`src/rtl/forward_hazard_unit_pkg.sv`:
```
// Shared types and sizing for the bypass-select / hazard unit.
package forward_hazard_unit_pkg;

  localparam int NSRC   = 2;   // source operands checked per cycle
  localparam int NSTAGE = 3;   // producer stages, 0 = youngest
  localparam int NREG   = 32;  // architectural registers, r0 hard-wired zero
  localparam int LAT_W  = 3;   // pending-latency counter width
  localparam int REG_W  = 5;
  localparam int FSEL_W = $clog2(NSTAGE + 1);

  typedef logic [REG_W-1:0]  regbits_t;
  typedef logic [FSEL_W-1:0] fwd_sel_t;
  typedef logic [LAT_W-1:0]  lat_t;

  // Select value meaning "take the operand from the register file".
  localparam fwd_sel_t FWD_REGFILE = '0;

endpackage

```
`src/rtl/forward_hazard_unit_if.sv`:
```
// Pipeline-side bundle for the hazard unit: operand/producer info in,
// bypass selects, stall and stall statistics out.
interface forward_hazard_unit_if;
  import forward_hazard_unit_pkg::*;

  regbits_t [NSRC-1:0]   src_rs;
  logic     [NSRC-1:0]   src_used;
  regbits_t [NSTAGE-1:0] stg_rd;
  logic     [NSTAGE-1:0] stg_regwrite;
  logic     [NSTAGE-1:0] stg_ready;
  logic                  issue_valid;
  regbits_t              issue_rd;
  lat_t                  issue_lat;
  logic                  flush;
  fwd_sel_t [NSRC-1:0]   fwd_sel;
  logic                  stall;
  logic     [31:0]       stall_cnt;

  // Pipeline control side
  modport master (
    output src_rs, src_used, stg_rd, stg_regwrite, stg_ready,
           issue_valid, issue_rd, issue_lat, flush,
    input  fwd_sel, stall, stall_cnt
  );

  // Hazard unit side
  modport slave (
    input  src_rs, src_used, stg_rd, stg_regwrite, stg_ready,
           issue_valid, issue_rd, issue_lat, flush,
    output fwd_sel, stall, stall_cnt
  );

endinterface

```
`src/rtl/forward_hazard_unit_scoreboard.sv`:
```
// Per-register pending-latency scoreboard for long-latency producers.
// Each entry counts down to zero; a nonzero entry means the result is
// not yet available. Entry 0 is never written and always reads idle.
module hazard_scoreboard
  import forward_hazard_unit_pkg::*;
#(
  parameter int NRD = 1
) (
  input  logic                clk,
  input  logic                rst_n,
  input  logic                issue_we,
  input  regbits_t            issue_rd,
  input  lat_t                issue_lat,
  input  regbits_t [NRD-1:0]  rd_addr,
  output logic     [NRD-1:0]  rd_busy
);

  lat_t sb [NREG];

  // Countdown every entry; a new issue overrides the decrement of its entry.
  // NOTE: this array gets an async reset on purpose -- reset must clear every
  // pending result at once, so it cannot be mapped onto a reset-less RAM.
  always_ff @(posedge clk or negedge rst_n) begin
    if (!rst_n) begin
      for (int r = 0; r < NREG; r++) sb[r] <= '0;
    end else begin
      for (int r = 1; r < NREG; r++) begin
        if (issue_we && issue_rd == regbits_t'(r))
          sb[r] <= issue_lat;
        else if (sb[r] != '0)
          sb[r] <= sb[r] - lat_t'(1);
      end
    end
  end

  // Read ports: busy while the entry's counter is still running.
  always_comb begin
    for (int j = 0; j < NRD; j++) rd_busy[j] = (sb[rd_addr[j]] != '0);
  end

endmodule

```
`src/rtl/forward_hazard_unit.sv`:
```
// Bypass-select and hazard unit: chooses the youngest producing stage for
// each source operand and raises stall for load-use, scoreboard and WAW hazards.
module forward_hazard_unit
  import forward_hazard_unit_pkg::*;
(
  input  logic                  CLK,
  input  logic                  nRST,
  forward_hazard_unit_if.slave  bus
);

  // One read port per source plus one for the issuing destination (WAW).
  localparam int NRD = NSRC + 1;

  regbits_t [NRD-1:0]  rd_addr;
  logic     [NRD-1:0]  rd_busy;
  fwd_sel_t [NSRC-1:0] fwd_sel;
  logic     [NSRC-1:0] src_stall;
  logic                waw_stall;
  logic                stall;
  logic                sb_we;
  logic     [31:0]     stall_cnt;

  // Scoreboard lookup addresses.
  always_comb begin
    for (int i = 0; i < NSRC; i++) rd_addr[i] = bus.src_rs[i];
    rd_addr[NSRC] = bus.issue_rd;
  end

  // Per-source bypass select (lowest matching stage wins) and source hazards.
  // NOTE: every output of a combinational block gets a default first, so no
  // path leaves it unassigned and no latch is inferred.
  always_comb begin
    logic hit;
    fwd_sel   = '0;
    src_stall = '0;
    hit       = 1'b0;
    for (int i = 0; i < NSRC; i++) begin
      fwd_sel[i] = FWD_REGFILE;
      hit        = 1'b0;
      for (int k = 0; k < NSTAGE; k++) begin
        if (!hit && bus.src_used[i] && bus.stg_regwrite[k] &&
            bus.src_rs[i] != '0 && bus.stg_rd[k] == bus.src_rs[i]) begin
          hit          = 1'b1;
          fwd_sel[i]   = fwd_sel_t'(k + 1);
          src_stall[i] = !bus.stg_ready[k];
        end
      end
      if (rd_busy[i]) src_stall[i] = 1'b1;
    end
  end

  // A new long-latency write must not overtake one still in flight.
  assign waw_stall = bus.issue_valid && (bus.issue_lat != '0) && rd_busy[NSRC];
  assign stall     = (|src_stall) || waw_stall;

  // Only an issue that actually leaves ID this cycle claims a scoreboard entry.
  assign sb_we = bus.issue_valid && !stall && !bus.flush &&
                 (bus.issue_rd != '0) && (bus.issue_lat != '0);

  hazard_scoreboard #(.NRD(NRD)) u_sb (
    .clk       (CLK),
    .rst_n     (nRST),
    .issue_we  (sb_we),
    .issue_rd  (bus.issue_rd),
    .issue_lat (bus.issue_lat),
    .rd_addr   (rd_addr),
    .rd_busy   (rd_busy)
  );

  // Saturating stall-cycle statistic.
  // NOTE: state registers use non-blocking assignments so every flop samples
  // pre-edge values regardless of block ordering.
  always_ff @(posedge CLK or negedge nRST) begin
    if (!nRST)
      stall_cnt <= '0;
    else if (stall && stall_cnt != '1)
      stall_cnt <= stall_cnt + 32'd1;
  end

  assign bus.fwd_sel   = fwd_sel;
  assign bus.stall     = stall;
  assign bus.stall_cnt = stall_cnt;

endmodule

```
`src/flat_wrapper.sv`:
```
// flat-port wrapper written by rule: the top's interface ports become plain ports
module forward_hazard_unit_flat import forward_hazard_unit_pkg::*;
  (CLK, nRST, bus_src_rs, bus_src_used, bus_stg_rd, bus_stg_regwrite, bus_stg_ready, bus_issue_valid, bus_issue_rd, bus_issue_lat, bus_flush, bus_fwd_sel, bus_stall, bus_stall_cnt);
  forward_hazard_unit_if bus_i ();
  input  logic CLK;
  input  logic nRST;
  input wire logic [$bits(bus_i.src_rs)-1:0] bus_src_rs;
  input wire logic [$bits(bus_i.src_used)-1:0] bus_src_used;
  input wire logic [$bits(bus_i.stg_rd)-1:0] bus_stg_rd;
  input wire logic [$bits(bus_i.stg_regwrite)-1:0] bus_stg_regwrite;
  input wire logic [$bits(bus_i.stg_ready)-1:0] bus_stg_ready;
  input wire logic [$bits(bus_i.issue_valid)-1:0] bus_issue_valid;
  input wire logic [$bits(bus_i.issue_rd)-1:0] bus_issue_rd;
  input wire logic [$bits(bus_i.issue_lat)-1:0] bus_issue_lat;
  input wire logic [$bits(bus_i.flush)-1:0] bus_flush;
  output wire logic [$bits(bus_i.fwd_sel)-1:0] bus_fwd_sel;
  output wire logic [$bits(bus_i.stall)-1:0] bus_stall;
  output wire logic [$bits(bus_i.stall_cnt)-1:0] bus_stall_cnt;
  assign bus_i.src_rs = bus_src_rs;
  assign bus_i.src_used = bus_src_used;
  assign bus_i.stg_rd = bus_stg_rd;
  assign bus_i.stg_regwrite = bus_stg_regwrite;
  assign bus_i.stg_ready = bus_stg_ready;
  assign bus_i.issue_valid = bus_issue_valid;
  assign bus_i.issue_rd = bus_issue_rd;
  assign bus_i.issue_lat = bus_issue_lat;
  assign bus_i.flush = bus_flush;
  assign bus_fwd_sel = bus_i.fwd_sel;
  assign bus_stall = bus_i.stall;
  assign bus_stall_cnt = bus_i.stall_cnt;
  forward_hazard_unit u_core (.CLK(CLK), .nRST(nRST), .bus(bus_i));
endmodule
```
`config.mk`:
```
export PLATFORM = sky130hd
export DESIGN_NAME = forward_hazard_unit_flat
export DESIGN_NICKNAME = d
export VERILOG_FILES = /design/src/rtl/forward_hazard_unit_pkg.sv /design/src/rtl/forward_hazard_unit_if.sv /design/src/rtl/forward_hazard_unit_scoreboard.sv /design/src/rtl/forward_hazard_unit.sv /design/src/flat_wrapper.sv
export SDC_FILE = /design/constraint.sdc
export NUM_CORES = 1
export LEC_CHECK = 0
export CAP_MARGIN = 10
export CORE_ASPECT_RATIO = 0.7
export CORE_MARGIN = 2
export CORE_UTILIZATION = 61
export CTS_BUF_LIST = sky130_fd_sc_hd__clkbuf_8
export DETAILED_ROUTE_END_ITERATION = 7
export PLACE_DENSITY = 0.82
export SLEW_MARGIN = 10
export SYNTH_ARGS = -nofsm -noshare
export SYNTH_HDL_FRONTEND = slang
export SYNTH_HIERARCHICAL = 1
export SYNTH_SLANG_ARGS = --single-unit
export TNS_END_PERCENT = 10
```
`constraint.sdc`:
```
create_clock -name CLK -period 4.45 [get_ports CLK]
set_input_delay 0.445 -clock CLK [delete_from_list [all_inputs] [get_ports CLK]]
set_output_delay 0.445 -clock CLK [all_outputs]
set_load 0.05 [all_outputs]
```
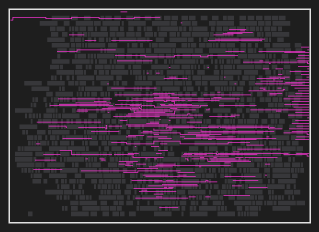
run_1/met3.png
Drawn at 2 px/micron.
The wires run mostly horizontal. The layer holds 12% of the routed length. The layer carries 2850 microns of wire.

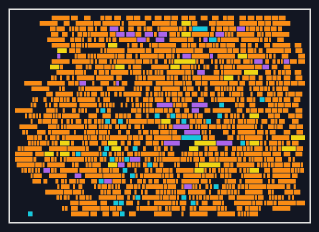
run_1/drive_strength.png
Drawn at 2 px/micron.
drive 1 or less: marked orange, cells 1078, share 92%. drive 3 to 4: marked cyan, cells 32, share 2.7%. drive 2: marked purple, cells 32, share 2.7%. drive 6 and up: marked yellow, cells 27, share 2.3%.

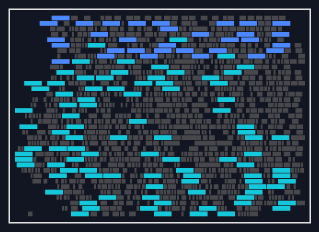
run_1/registers.png
Drawn at 2 px/micron. Other cells in grey.
`u_core/u_sb/sb`: marked cyan, sequential cells 93, where all over the die. `u_core/bus.stall_cnt`: marked blue, sequential cells 32, where a band across the top.

==> flow_metrics.rpt, run 1 <==
RUN METRICS
----------------------------------------------------
[Critical path]
  Largest fanout on the critical path ........................ 6
  CP max stage delay ........................ 0.56 ns
  Worst-path cell chain ........................ nor3_1 > mux4_2 > mux2_2 > nand2_1 > a41o_1 > nor2_1 > o21ai_0 > a2111oi_4 > inv_1 > a2111oi_2 > buf_4 > nand2_1 > nor3_1 > buf_4 > nand2_1 > nor2_1 > a21oi_1

[Floorplanning]
  Chip area ........................ 0.0159 sq mm
  Share of the core filled by cells before placement ........................ 62.0%

[Finish]
  Count of inverters other than clock inverters in the layout ........................ 74
  Ant. Diodes ........................ 0
  Fraction of the core area covered by cells at the end of the flow ........................ 72.7%
  Most frequent logic cell in the layout ........................ dfrtp_1
  Layout sequential cell count ........................ 125
  Number of multi-input combinational cells in the layout ........................ 831

[Pwr]
  Post-layout power ........................ 6530 uW
  Total clock network power ........................ 1040 uW

[Timing]
  Achievable Freq ........................ 0.240 GHz
  Fin Setup TNS ........................ 0 ns

[GRT]
  Number of antenna violations at the first check in global routing ........................ 0
  Tot GR Track Use ........................ 31.9%
  First-pass GRT wire length ........................ 39600 microns

[Yosys]
  Top cell types by occurrence after synthesis ........................ dfrtp_1 (125), nor2_1 (121), nand2_1 (110), o21ai_0 (76), inv_1 (74)
  Synthesized instance count ........................ 1064
  Compound Share, Synth ........................ 13.5%
  Main logic family after synthesis ........................ simple AND/OR/NAND/NOR gates
  Adder and majority gate portion of the synthesized area ........................ 8.69%
  Sequential area share after synthesis ........................ 34.5%
  XORs/XNORs by Area ........................ 8.89%
  Cell total in the yosys stat output ........................ 1064
  FF+latch count, synth ........................ 125

[Routing]
  Aggregate routed wire length ........................ 24600 microns
  Total number of vias ........................ 8290

[Status]
  Outcome ........................ finished clean

[Flow run]
  Tool warnings ........................ 57

[Clock network]
  Insertion delay at the late pin of the worst-skew pair ........................ 0.45 ns

----------------------------------------------------
==> run 1: metal layers <==
metal  up-vias  global-route usage [%]  part of all wire (%)
li1       3879                       -                     -
met1      3914                    44.6                    43
met2       437                    46.9                    43
met3        60                    9.87                    12
met4         0                    11.7                   2.6
met5         -                       0                     0
==> run 1: sequential cells by signal, summed over array words and instances (netlist names) <==
name	flops
u_core/bus.stall_cnt	32
u_core/u_sb/sb	93
==> run 1: metrics by stage <==
stage	cell area (sq um)	instances	setup WS, ns
after global placement	10200	1335	0.0831
after floorplan	9070	1064	0.221
after detailed placement	10200	1335	-0.110
after CTS	10600	1364	0.273
after global routing	10600	1364	0.137
final	10600	1364	0.276
==> run 2: changes to the inputs <==
--- a/config.mk
+++ b/config.mk
@@ -10,6 +10,7 @@
 export CORE_MARGIN = 2
 export CORE_UTILIZATION = 61
 export CTS_BUF_LIST = sky130_fd_sc_hd__clkbuf_8
+export CTS_CLUSTER_SIZE = 10
 export DETAILED_ROUTE_END_ITERATION = 7
 export PLACE_DENSITY = 0.82
 export SLEW_MARGIN = 10
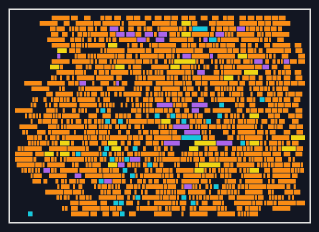
run_2/drive_strength.png
Drawn at 2 px/micron.
drive 6 and up: marked yellow, cells 27, share 2.3%. drive 2: marked purple, cells 32, share 2.7%. drive 3 to 4: marked cyan, cells 32, share 2.7%. drive 1 or less: marked orange, cells 1078, share 92%.

==> flow_metrics.rpt, run 2 <==
RUN METRICS
----------------------------------------------------
[Yosys]
  Synthesized instance count ........................ 1064
  Cell total in the yosys stat output ........................ 1064
  Adder and majority gate portion of the synthesized area ........................ 8.69%
  Main logic family after synthesis ........................ simple AND/OR/NAND/NOR gates
  FF+latch count, synth ........................ 125
  XORs/XNORs by Area ........................ 8.89%
  Sequential area share after synthesis ........................ 34.5%
  Compound Share, Synth ........................ 13.5%
  Flip-flops with a built-in enable ........................ 0
  Mean instance size in the synthesized netlist ........................ 8.52 sq um

[GRT]
  Met2 Resource Use GR ........................ 46.9%
  Tot GR Track Use ........................ 31.9%
  Met3 layer usage reported by global route ........................ 9.87%
  Number of antenna violations at the first check in global routing ........................ 0
  Top Usage Layer GRT ........................ met2
  Met1 Track Usage GR ........................ 44.6%

[Timing]
  Worst clock skew ........................ 0.00875 ns
  Worst Setup Slack, final ........................ 0.276 ns
  Achievable Freq ........................ 0.240 GHz
  Fin Setup TNS ........................ 0 ns
  Setup repair after global routing missed its margin ........................ no

[Critical path]
  Largest fanout on the critical path ........................ 6

[Pwr]
  Post-layout power ........................ 6530 uW
  Portion of total power attributed to sequential cells ........................ 35.7%
  Total clock network power ........................ 1040 uW
  Switching part of the total ........................ 43.7%

[Clock network]
  Insertion delay at the late pin of the worst-skew pair ........................ 0.45 ns
  Clock transition time at the flip-flop clock pins of the worst setup and hold paths ........................ 0.08 ns
  Maximum level of the CTS H-tree ........................ 4

[Routing]
  Uppermost routed layer ........................ met4
  Total number of vias ........................ 8290
  Total length of routed met3 wires ........................ 2850 microns
  Number of iterations in the first detailed-routing pass ........................ 5
  Wire length on met2 ........................ 10500 microns
  Met1 layer wirelength in the final routing ........................ 10700 microns

[Floorplanning]
  Share of the core filled by cells before placement ........................ 62.0%
  Chip area ........................ 0.0159 sq mm

[Finish]
  Final Net Count ........................ 1267
  Design area ........................ 0.0106 sq mm
  Number of standard cells in the final layout excluding fillers ........................ 1364
  Reg with most FFs ........................ u_core/u_sb/sb
  Registers with the highest flip-flop counts ........................ u_core/u_sb/sb: 93 flops, u_core/bus.stall_cnt: 32 flops
  Fraction of the core area covered by cells at the end of the flow ........................ 72.7%
  Number of flip-flops under the largest register name ........................ 93
  Ant. Diodes ........................ 0
  Most frequent logic cell in the layout ........................ dfrtp_1

[Placed design]
  DP Area ........................ 0.0102 sq mm
  Post-place setup slack ........................ -0.110 ns

[Flow run]
  Tool warnings ........................ 57

[Status]
  Outcome ........................ finished clean

----------------------------------------------------
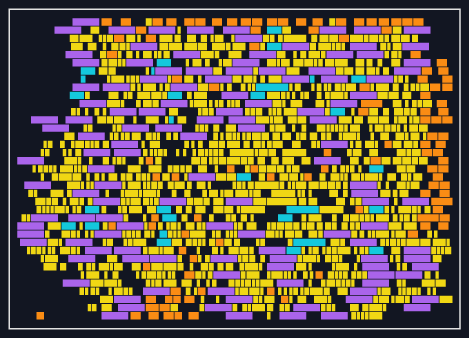
run_2/cell_classes.png
Drawn at 3 px/micron.
flops: marked purple, cells 125, share of their area 30%. clock drivers and dummy loads: marked cyan, cells 29, share of their area 3.9%. all other logic: marked yellow, cells 905, share of their area 56%. other buffers and delay cells: marked orange, cells 110, share of their area 10%.

==> run 2: cell counts after synthesis <==
Identical to the previous run, type by type.
==> run 2: critical path, stage by stage, from the launching register on <==
cell and delay, ns:
dfrtp_1 0.42, nor3_1 0.56, mux4_2 0.37, mux2_2 0.16, nand2_1 0.06, a41o_1 0.23, nor2_1 0.11, o21ai_0 0.18
a2111oi_4 0.43, inv_1 0.14, a2111oi_2 0.30, buf_4 0.21, nand2_1 0.08, nor3_1 0.29, buf_4 0.18, nand2_1 0.14
nor2_1 0.14, a21oi_1 0.05
==> run 2: cell type report <==
class,count,area share (%)
Clock buffer,21,2.72
Inverter,74,2.61
Sequential cell,125,29.4
Tap cell,195,2.29
Timing Repair Buffer,110,10.0
Clock inverter,8,1.09
Multi-Input combinational cell,831,51.9
Power is estimated from default activity; no workload was simulated.
